<file path="src/rtl/wash_pkg.sv">
// rtl/wash_pkg.sv - shared state encoding, coin codes and default prices for the coin acceptor
package wash_pkg;

  typedef enum logic [2:0] {
    ST_IDLE    = 3'd0,
    ST_COLLECT = 3'd1,
    ST_PAID    = 3'd2,
    ST_LOCKED  = 3'd3,
    ST_REFUND  = 3'd4
  } state_t;

  localparam logic [1:0] COIN_1   = 2'd0;
  localparam logic [1:0] COIN_2   = 2'd1;
  localparam logic [1:0] COIN_5   = 2'd2;
  localparam logic [1:0] COIN_BAD = 2'd3;

  localparam int DEF_PRICE_SINGLE = 4;
  localparam int DEF_PRICE_DOUBLE = 7;

  function automatic logic [2:0] coin_value(input logic [1:0] code);
    case (code)
      COIN_1:  coin_value = 3'd1;
      COIN_2:  coin_value = 3'd2;
      COIN_5:  coin_value = 3'd5;
      default: coin_value = 3'd0;
    endcase
  endfunction

endpackage

</file>
<file path="src/rtl/coin_tmo_cnt.sv">
// rtl/coin_tmo_cnt.sv - inactivity counter; saturates at TIMEOUT_CYC-1 and flags expiry
module coin_tmo_cnt #(
  parameter int TIMEOUT_CYC = 1000,
  parameter int TMO_W       = 10
) (
  input  logic clk,
  input  logic rst,
  input  logic clr,
  input  logic en,
  output logic expired
);

  logic [TMO_W-1:0] count;

  assign expired = (count == TMO_W'(TIMEOUT_CYC - 1));

  always_ff @(posedge clk) begin
    if (rst || clr) begin
      count <= '0;
    end else if (en && !expired) begin
      count <= count + TMO_W'(1);
    end
  end

endmodule

</file>
<file path="src/rtl/coin_acceptor.sv">
// rtl/coin_acceptor.sv - coin decode, credit accumulation, paid pulse, change and refund
module coin_acceptor
  import wash_pkg::*;
#(
  parameter int PRICE_SINGLE = DEF_PRICE_SINGLE,
  parameter int PRICE_DOUBLE = DEF_PRICE_DOUBLE,
  parameter int CREDIT_W     = 4,
  parameter int TIMEOUT_CYC  = 1000,
  parameter int TMO_W        = 10
) (
  input  logic                clk,
  input  logic                rst,
  input  logic                i_coin_valid,
  input  logic [1:0]          i_coin_val,
  input  logic                i_double_wash,
  input  logic                i_cancel,
  input  logic                i_done,
  output logic                o_coin,
  output logic                o_double_wash,
  output logic                o_change_valid,
  output logic [CREDIT_W-1:0] o_change_amt,
  output logic                o_reject,
  output logic [CREDIT_W-1:0] o_credit
);

  if (PRICE_DOUBLE + 4 > (2 ** CREDIT_W) - 1) begin : g_bad_credit_w
    $error("CREDIT_W too narrow for PRICE_DOUBLE+4");
  end
  if (TIMEOUT_CYC - 1 > (2 ** TMO_W) - 1) begin : g_bad_tmo_w
    $error("TMO_W too narrow for TIMEOUT_CYC-1");
  end

  state_t              state;
  logic [CREDIT_W-1:0] credit;
  logic                coin_ok;
  logic                sel_dw;
  logic [CREDIT_W:0]   value;
  logic [CREDIT_W:0]   price;
  logic [CREDIT_W:0]   sum;
  logic [CREDIT_W-1:0] change;
  logic                accept;
  logic                pay_now;
  logic                tmo_expired;

  assign coin_ok = i_coin_valid && (i_coin_val != COIN_BAD);
  // The price is taken from the live input only on the first coin; afterwards the latch rules.
  assign sel_dw  = (state == ST_IDLE) ? i_double_wash : o_double_wash;
  assign value   = (CREDIT_W+1)'(coin_value(i_coin_val));
  assign price   = sel_dw ? (CREDIT_W+1)'(PRICE_DOUBLE) : (CREDIT_W+1)'(PRICE_SINGLE);
  assign sum     = {1'b0, credit} + value;
  assign change  = sum[CREDIT_W-1:0] - price[CREDIT_W-1:0];
  assign accept  = coin_ok && ((state == ST_IDLE) || ((state == ST_COLLECT) && !i_cancel));
  assign pay_now = accept && (sum >= price);
  assign o_credit = credit;

  coin_tmo_cnt #(
    .TIMEOUT_CYC(TIMEOUT_CYC),
    .TMO_W      (TMO_W)
  ) u_tmo (
    .clk    (clk),
    .rst    (rst),
    .clr    ((state != ST_COLLECT) || coin_ok),
    .en     (state == ST_COLLECT),
    .expired(tmo_expired)
  );

  always_ff @(posedge clk) begin
    if (rst) begin
      state          <= ST_IDLE;
      credit         <= '0;
      o_coin         <= 1'b0;
      o_double_wash  <= 1'b0;
      o_change_valid <= 1'b0;
      o_change_amt   <= '0;
      o_reject       <= 1'b0;
    end else begin
      o_coin         <= 1'b0;
      o_change_valid <= 1'b0;
      o_reject       <= i_coin_valid && !accept;

      if (state == ST_IDLE && coin_ok) begin
        o_double_wash <= i_double_wash;
      end

      if (pay_now) begin
        o_coin <= 1'b1;
        credit <= '0;
        state  <= ST_PAID;
        if (change != '0) begin
          o_change_valid <= 1'b1;
          o_change_amt   <= change;
        end
      end else if (accept) begin
        credit <= sum[CREDIT_W-1:0];
        state  <= ST_COLLECT;
      end else begin
        case (state)
          ST_COLLECT: begin
            // Cancel outranks a same-cycle coin; expiry loses to any accepted coin.
            if (i_cancel || tmo_expired) begin
              o_change_valid <= 1'b1;
              o_change_amt   <= credit;
              credit         <= '0;
              o_double_wash  <= 1'b0;
              state          <= ST_REFUND;
            end
          end
          ST_PAID:   state <= ST_LOCKED;
          ST_LOCKED: begin
            if (i_done) begin
              o_double_wash <= 1'b0;
              state         <= ST_IDLE;
            end
          end
          ST_REFUND: state <= ST_IDLE;
          ST_IDLE:   state <= ST_IDLE;
          default:   state <= ST_IDLE;
        endcase
      end
    end
  end

endmodule

</file>
<file path="config.mk">
export PLATFORM = sky130hd
export DESIGN_NAME = coin_acceptor
export DESIGN_NICKNAME = d
export VERILOG_FILES = /design/src/rtl/wash_pkg.sv /design/src/rtl/coin_tmo_cnt.sv /design/src/rtl/coin_acceptor.sv
export SDC_FILE = /design/constraint.sdc
export NUM_CORES = 1
export LEC_CHECK = 0
export CELL_PAD_IN_SITES_DETAIL_PLACEMENT = 1
export CELL_PAD_IN_SITES_GLOBAL_PLACEMENT = 1
export CORE_MARGIN = 1.5
export CORE_UTILIZATION = 41
export CTS_CLUSTER_DIAMETER = 60
export DETAILED_ROUTE_END_ITERATION = 10
export HOLD_SLACK_MARGIN = 0.06
export PLACE_DENSITY_LB_ADDON = 0.1
export SETUP_SLACK_MARGIN = 0.3
export SLEW_MARGIN = 15
export SYNTH_ARGS = -nofsm -noshare
export SYNTH_HDL_FRONTEND = slang
export SYNTH_SLANG_ARGS = --single-unit
</file>
<file path="constraint.sdc">
create_clock -name clk -period 4.3 [get_ports clk]
set_clock_uncertainty 0.2 [all_clocks]
set_input_delay 0.86 -clock clk [delete_from_list [all_inputs] [get_ports clk]]
set_output_delay 0.86 -clock clk [all_outputs]
set_load 0.1 [all_outputs]
</file>
### Wiring heat map

(6 px per µm) 13 x 13 tiles, from black (low) to pale yellow (high), scaled to the fullest tile. Values are wire area over tile area, all layers added.
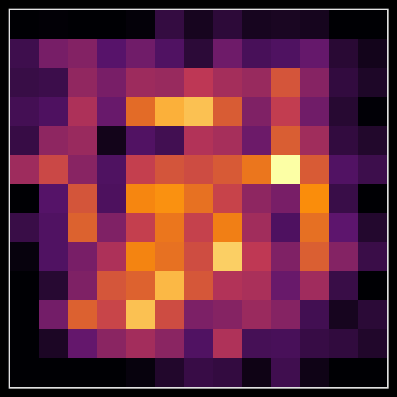
tiles over half the peak: 24%
fullest tile: 0.46
mean over tiles: 0.15
Global Route Usage Sum: 21.1%
DR WL/cell: 15.9 µm
Total Wirelength: 3.78 mm

### Clock nets

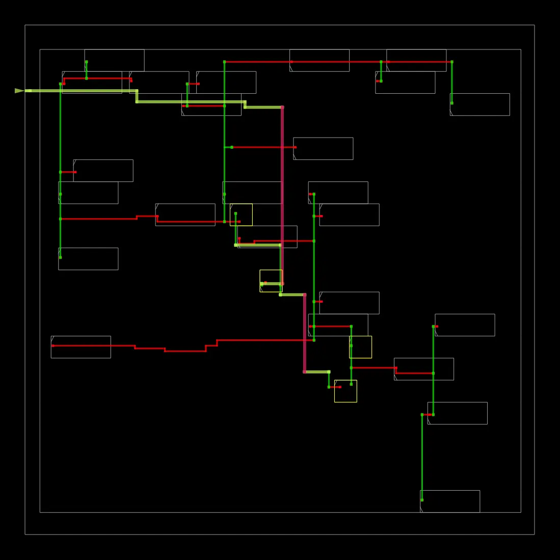
sequential cell count: 25
Power Clock: 0.000112 W
clk_lat worst skew: 330 ps

### Drive-strength map

(8 px per µm)
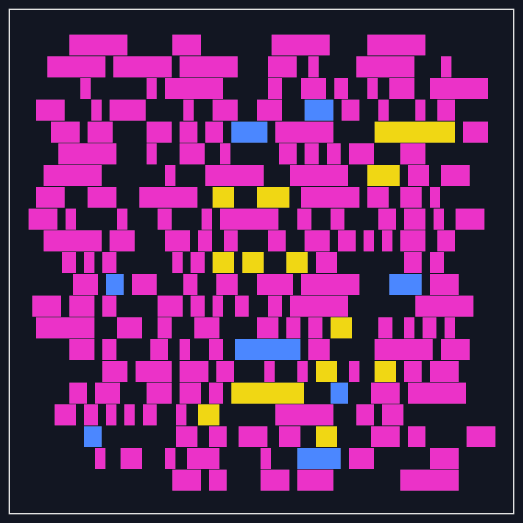
[yellow] drive 3 to 4 | cells: 13 | share: 6.8% | most used: buf_4
[magenta] drive 1 or less | cells: 171 | share: 89% | most used: dfxtp_1
[blue] drive 2 | cells: 8 | share: 4.2% | most used: or2_2
final worst slack: 450 ps
fin area: 1790 µm²
Non-Clock Buffer Count: 24
P&R area growth vs syn: 21.6%

### Signal wires on met3

(8 px per µm)
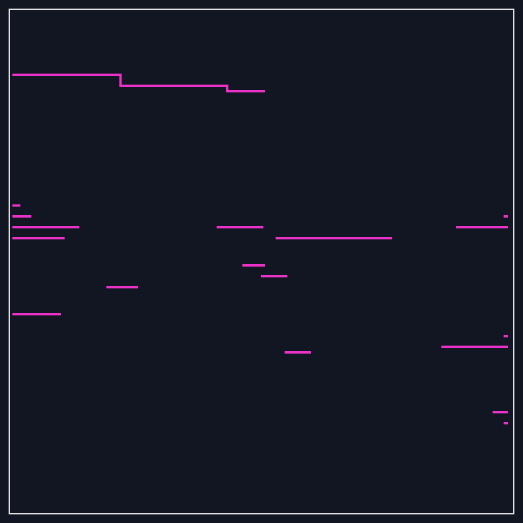
wire length on this layer: 105 µm
longest straight run: 14.3 µm
share of all routed wire: 2.8%

==> flow_summary.yaml <==
# physical design summary
outcome:
  status: "finished clean"
synth:
  ys.flop_type: "dfxtp_1"
  yosys.area.top_type: "dfxtp_1"
  synth_warnings: 0
  mux_share_pct: 2.13
  synth_top_area_share_pct: 34.1
  xor_area_share_pct: 7.75
  synth_nets: 184
setup_path:
  crit_path_max_fanout: 4
  cp.arrival_ps: 3910
  critPathKind: "input pin to flop"
  reg2reg_depth: 10
  cp-end-kind: "flop"
  cp-startpoint: "i_coin_val[1]"
  timing.critical_path.depth: 12
final_layout:
  lay_top_cells: "dfxtp_1, clkdlybuf4s50_1, nor2_1, xor2_1"
  comb_share_pct: 52.5
  nonClockInverterCount: 9
  max_flop_register: "u_tmo.count"
  num-fill-cells: 425
  final_nets: 209
  largest_reg_flops: 10
  final_util_pct: 52.7
  final-clk-cell-share_pct: 1.68
power:
  seq_power_share_pct: 40.4
  p_sw_share_pct: 40.2
  maxPowerGroup: "combinational cells"
cts:
  cts_buffer_depth: 2
  cts_inserted_buffers: 3
  h-tree-depth: 1
floorplan:
  dieArea_um2: 3950
  num_io_pins: 20
  core-area_um2: 3390
  rows: 21
detailed_routing:
  dr_wl_met2_mm: 1.88
  dr.max_layer_used: "met4"
  met3_length_um: 104
  wl_met1_mm: 1.76
  firstDrtPassIters: 6
placed_design:
  dpl.hpwl_mm: 2.99
run:
  drv_cap: 0
grt:
  gr-usage-met1_pct: 25.7
timing:
  fmax_mhz: 260
  finalHoldViolCount: 0
hold_path:
  min_from: "o_change_amt[2]$_SDFFE_PP0P_"
  min_to: "o_change_amt[2]$_SDFFE_PP0P_"
Power and IR drop assume default switching activity.
